Figure 1. Clock network drawn from the DEF.
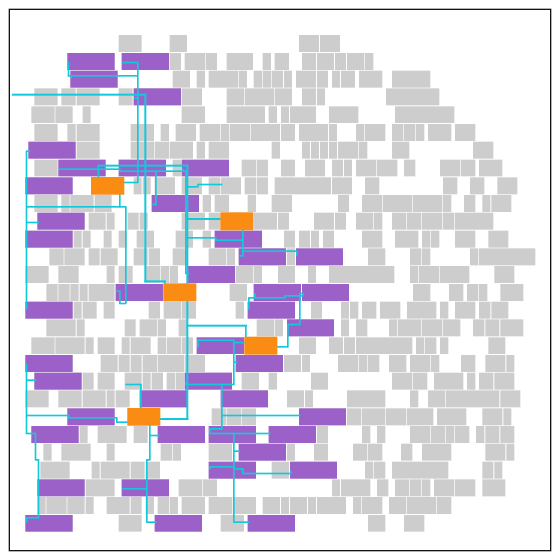
Figure 2. Clock nets.
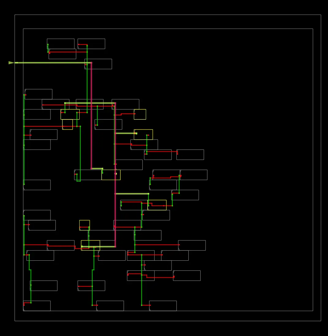
<file path="config.mk">
export PLATFORM = sky130hd
export DESIGN_NAME = keypad_scanner
export DESIGN_NICKNAME = d
export VERILOG_FILES = /design/src/rtl/keypad_scanner.sv
export SDC_FILE = /design/constraint.sdc
export NUM_CORES = 1
export LEC_CHECK = 0
export CAP_MARGIN = 20
export CORE_MARGIN = 2
export CORE_UTILIZATION = 57
export CTS_BUF_LIST = sky130_fd_sc_hd__clkbuf_8
export CTS_CLUSTER_SIZE = 30
export DETAILED_ROUTE_END_ITERATION = 8
export PLACE_DENSITY_LB_ADDON = 0.15
export REMOVE_ABC_BUFFERS = 1
export SETUP_SLACK_MARGIN = 0.15
export SLEW_MARGIN = 30
export SYNTH_ARGS = -nofsm -noshare
export SYNTH_HDL_FRONTEND = slang
export SYNTH_SLANG_ARGS = --single-unit
</file>
<file path="constraint.sdc">
create_clock -name clk -period 12.5 [get_ports clk]
set_clock_uncertainty 0.05 [all_clocks]
set_input_delay 3.75 -clock clk [delete_from_list [all_inputs] [get_ports clk]]
set_output_delay 3.75 -clock clk [all_outputs]
set_load 0.05 [all_outputs]
</file>
<file path="src/rtl/keypad_scanner.sv">
// 4x4 active-low matrix keypad scanner: one column per tick, 2-flop row sync,
// whole-frame debounce, one-cycle press/release strobes and a held flag.
module keypad_scanner #(
  parameter int DEBOUNCE_FRAMES = 5
) (
  input  logic       clk,
  input  logic       rst_n,
  input  logic       tick_1khz,
  input  logic [3:0] row,
  output logic [3:0] col,
  output logic [3:0] key_code,
  output logic       key_valid,
  output logic       key_release,
  output logic       key_held
);

  typedef enum logic [1:0] {IDLE, PRESS_WAIT, HELD, RELEASE_WAIT} state_t;

  localparam logic [3:0] DF = 4'(DEBOUNCE_FRAMES);

  logic [3:0]  row_m, row_s;
  logic [1:0]  col_idx;
  logic [15:0] frame, cur;
  logic [4:0]  n_down;
  logic [3:0]  key_idx;
  logic        frame_done, none, single;
  state_t      state, state_n;
  logic [3:0]  cnt, cnt_n, cand, cand_n;
  logic        accept, rel;

  // Row sync, column drive and per-column frame capture (bit index = row*4+col)
  always_ff @(posedge clk) begin
    if (!rst_n) begin
      row_m   <= 4'b1111;
      row_s   <= 4'b1111;
      col_idx <= 2'd0;
      col     <= 4'b1110;
      frame   <= '0;
    end else begin
      row_m <= row;
      row_s <= row_m;
      if (tick_1khz) begin
        for (int r = 0; r < 4; r++)
          for (int c = 0; c < 4; c++)
            if (col_idx == 2'(c)) frame[4*r+c] <= ~row_s[r];
        col_idx <= col_idx + 2'd1;
        col     <= ~(4'b0001 << (col_idx + 2'd1));
      end
    end
  end

  // Completed frame view: stored cols 0..2 plus the live col 3 sample
  always_comb begin
    cur = frame;
    for (int r = 0; r < 4; r++) cur[4*r+3] = ~row_s[r];
  end

  always_comb begin
    n_down  = 5'd0;
    key_idx = 4'd0;
    for (int i = 0; i < 16; i++)
      if (cur[i]) begin
        n_down  = n_down + 5'd1;
        key_idx = 4'(i);
      end
  end

  assign frame_done = tick_1khz && (col_idx == 2'd3);
  assign none       = (n_down == 5'd0);
  assign single     = (n_down == 5'd1);

  always_ff @(posedge clk) begin
    if (!rst_n) begin
      state       <= IDLE;
      cnt         <= 4'd0;
      cand        <= 4'd0;
      key_code    <= 4'd0;
      key_valid   <= 1'b0;
      key_release <= 1'b0;
      key_held    <= 1'b0;
    end else begin
      state       <= state_n;
      cnt         <= cnt_n;
      cand        <= cand_n;
      key_valid   <= accept;
      key_release <= rel;
      if (accept) begin
        key_code <= key_idx;
        key_held <= 1'b1;
      end else if (rel) begin
        key_held <= 1'b0;
      end
    end
  end

  always_comb begin
    state_n = state;
    cnt_n   = cnt;
    cand_n  = cand;
    if (frame_done) begin
      case (state)
        IDLE:
          if (single) begin
            cand_n = key_idx;
            if (DF == 4'd1) begin
              state_n = HELD;
              cnt_n   = 4'd0;
            end else begin
              state_n = PRESS_WAIT;
              cnt_n   = 4'd1;
            end
          end
        PRESS_WAIT:
          if (single && key_idx == cand) begin
            cnt_n = cnt + 4'd1;
            if (cnt + 4'd1 == DF) state_n = HELD;
          end else if (single) begin
            cand_n = key_idx;
            cnt_n  = 4'd1;
          end else begin
            state_n = IDLE;
            cnt_n   = 4'd0;
          end
        HELD:
          if (none) begin
            if (DF == 4'd1) begin
              state_n = IDLE;
              cnt_n   = 4'd0;
            end else begin
              state_n = RELEASE_WAIT;
              cnt_n   = 4'd1;
            end
          end
        RELEASE_WAIT:
          if (none) begin
            if (cnt + 4'd1 == DF) begin
              state_n = IDLE;
              cnt_n   = 4'd0;
            end else begin
              cnt_n = cnt + 4'd1;
            end
          end else begin
            state_n = HELD;
            cnt_n   = 4'd0;
          end
        default: state_n = IDLE;
      endcase
    end
  end

  // Entering HELD from the press side is an accept; entering IDLE from the release side is a release
  always_comb begin
    accept = frame_done && (state_n == HELD) && (state == IDLE || state == PRESS_WAIT);
    rel    = frame_done && (state_n == IDLE) && (state == HELD || state == RELEASE_WAIT);
  end

endmodule

</file>
==> out/highlights.md <==
## Status
- finished, final reports clean — run status

## Power
- 1.55 nW — Pleak
- 0.184 — Clk network pwr share
- 0.245 mW — combinational cell power
- 0.290 mW — cell internal power dissipation
- 0.153 mW — sequential power
- 0.0000850 V — VDD IR-drop max
- 0.488 mW — total power

## Global routing
- 0.205 — aggregate global-route resource usage
- 11.2 mm — wire length of the first global-routing pass
- 0.365 — global-route met2 utilization
- met2 — Most Used Layer, Global Route
- 0 — initial antenna violation count
- 0 — GR Overflow Total
- 0.0293 — GR Layer Usage met3
- 2,594 — vias in the first global route
- 26 — maximum number of pins on one net before global-route repair
- 0.258 — global-route track usage on met1

## Yosys
- 8.09 um^2 — mean area per synthesized cell
- 0.244 — area fraction of the dominant cell type after synthesis
- 436 — count of instantiated cells in the yosys netlist
- 0 — number of synthesis warnings
- 64 — number of different library cells in the post-synthesis netlist
- 0 — flip-flops with a built-in enable
- sky130_fd_sc_hd__dfxtp_1 — biggest area consumer among synthesized cells
- 0 — fraction of registers with async set or reset after synthesis
- 436 — synthesized netlist cell count
- 3530 um^2 — chip area estimate from yosys synthesis
- sky130_fd_sc_hd__dfxtp_1 — most used flip-flop cell
- sky130_fd_sc_hd__nand2_1 — most instantiated library cell after synthesis

## Run
- 31 — number of logged tool warnings
- 0 — Maximum Capacitance Violations

## Worst setup path
- sky130_fd_sc_hd__or4_1 — Critical Path Slowest Stage Cell
- 53 — worst reg2reg path depth
- 0.72 ns — worst stage delay on the critical path
- 11 — critical path peak fanout
- key_code[2] — end of the worst register-to-register path
- 53 — number of cells on the critical path
- 12.64 ns — crit path DRT
- sky130_fd_sc_hd__ha_1 — library cell appearing most often on the critical path
- 10.94 ns — data arrival time of the critical path
- flip-flop — Critical Path End Type
- adder cells — cell type group with the largest total delay on the critical path
- flip-flop — sort of element at the start of the critical path
- frame[1] — Critical Path Start
- flip-flop to flip-flop — path type of the worst setup path

## Floorplan
- 5960 um^2 — core area
- 28 — row count
- 0.592 — pre-placement core utilization
- 18 — num ports
- 6830 um^2 — Die Footprint
- 82.7 um — floorplan die height

## Clock network
- 0.09 ns — clock-pin slew reported for the worst setup and hold paths after clock tree synthesis
- 0 — number of instances resized during post-cts repair
- 2 — number of H-tree branching levels
- 2 — buffers from clock root to sink, at most
- built — TritonCTS clock tree
- 0 — number of hold buffers added after CTS

## Detailed routing
- 118 — number of DRC markers after the initial detailed-route iteration
- 3.15 mm — routed length on met2
- met4 — Top Metal Used
- 0 — antenna-violating nets left
- 2,847 — overall via count from detail_route
- 0 — DRC violation count after routing
- 12.8 um — detailed-route wire length per cell
- 5.57 — via count normalized by instance count
- 6.56 mm — Total Routed Length
- 3.21 mm — met1 WL

## Final layout
- 7.24% — relative area change from synthesis to final layout
- 3780 um^2 — Layout Cell Area excl Fill
- 0.0665 — layout cells sized above 1
- 511 — non-filler cells in the finished layout

## Final timing
- 0.749 ns — transition time of the tightest slew-check pin
- 0 — setup violation total in the final timing report
- 0.0925 GHz — Max Clk Rate
- 0 ns — accumulated negative setup slack
- 10.81 ns — post-layout minimum cycle time
- 0.486 — Worst slew margin
- no — setup repair after global routing missed its margin
- 0.364 ns — minimum hold slack
- 0 — max-slew violation count
- 1.69 ns — Final WS setup
- 0 — number of hold-slack violations in the final timing report

## Min path
- row_s[3] — Hold Path Sink
- 1 — Worst Hold Depth
- flip-flop to flip-flop — worst hold path type

## Place
- 3690 um^2 — placed cell areas
- 503 — placed instance count
- 0.836 — RePlAce Congestion
- 17 — count of port buffers added during placement

-- Figure 1 (at the start) --
Key: clock wires = cyan [length 503 um]; clock drivers = orange [count 5]; flip-flops = purple [count 43]
There are 6 routed clock nets.

-- Figure 2 (at the start) --
CTS buffer count: 5
clock latency on the worst-skew pair: 0.30 ns
power of the clock network: 0.0900 mW
TritonCTS sink count: 43

-- layout by cell type, fill, tap and decap left out, drive strengths merged, types with 4 or more instances in the layout --
cell type / netlist / routed
nor2b: 9 / 9
o31ai: 4 / 4
nor2: 32 / 32
clkdlybuf4s50: 0 / 17
ha: 22 / 22
inv: 27 / 28
a31oi: 5 / 5
nand2b: 16 / 16
nand3: 9 / 9
a21oi: 19 / 19
dfxtp: 43 / 43
a211oi: 14 / 14
mux2i: 15 / 15
xor2: 11 / 11
nor3b: 5 / 5
o21ai: 16 / 16
xnor3: 5 / 5
and2: 6 / 6
clkbuf: 19 / 5
nand2: 52 / 52
xnor2: 31 / 31
nor3: 9 / 9
-- worst register-to-register path, delay by kind of cell (launching register included) --
family                   cells  cell delay, ns
flip-flops                   1            0.38
XOR/XNOR                     1            0.35
adder cells (fa/ha/maj)     14            4.03
AND/OR/NAND/NOR             16            2.81
buffers and inverters        5            0.33
multiplexers                 4            0.98
AND-OR/OR-AND               13            1.73
-- cell families after synthesis --
logic type,after synthesis,share of synthesized area
buffers and inverters,54,0.0617
XOR/XNOR,49,0.163
multiplexers,17,0.0490
AND-OR/OR-AND,92,0.181
AND/OR/NAND/NOR,159,0.223
adder cells (fa/ha/maj),22,0.0780
flip-flops,43,0.244
-- layout make-up --
| class | count | area (um^2) |
|---|---|---|
| Fill cell | 526 | 2170 |
| Tap cell | 75 | 93.8 |
| Inverter | 27 | 101 |
| Multi-Input combinational cell | 339 | 2450 |
| Clock buffer | 5 | 68.8 |
| Timing Repair Buffer | 19 | 185 |
| Clock inverter | 3 | 23.8 |
| Sequential cell | 43 | 861 |
-- state kept, by name, summed over array words and instances (netlist names), 2 cells and up --
name,count
cand,4
cnt,4
col,4
col_idx,2
frame,12
key_code,4
row_m,4
row_s,4
state,2
Power figures rest on the tool's default switching activity, not on a simulated workload.
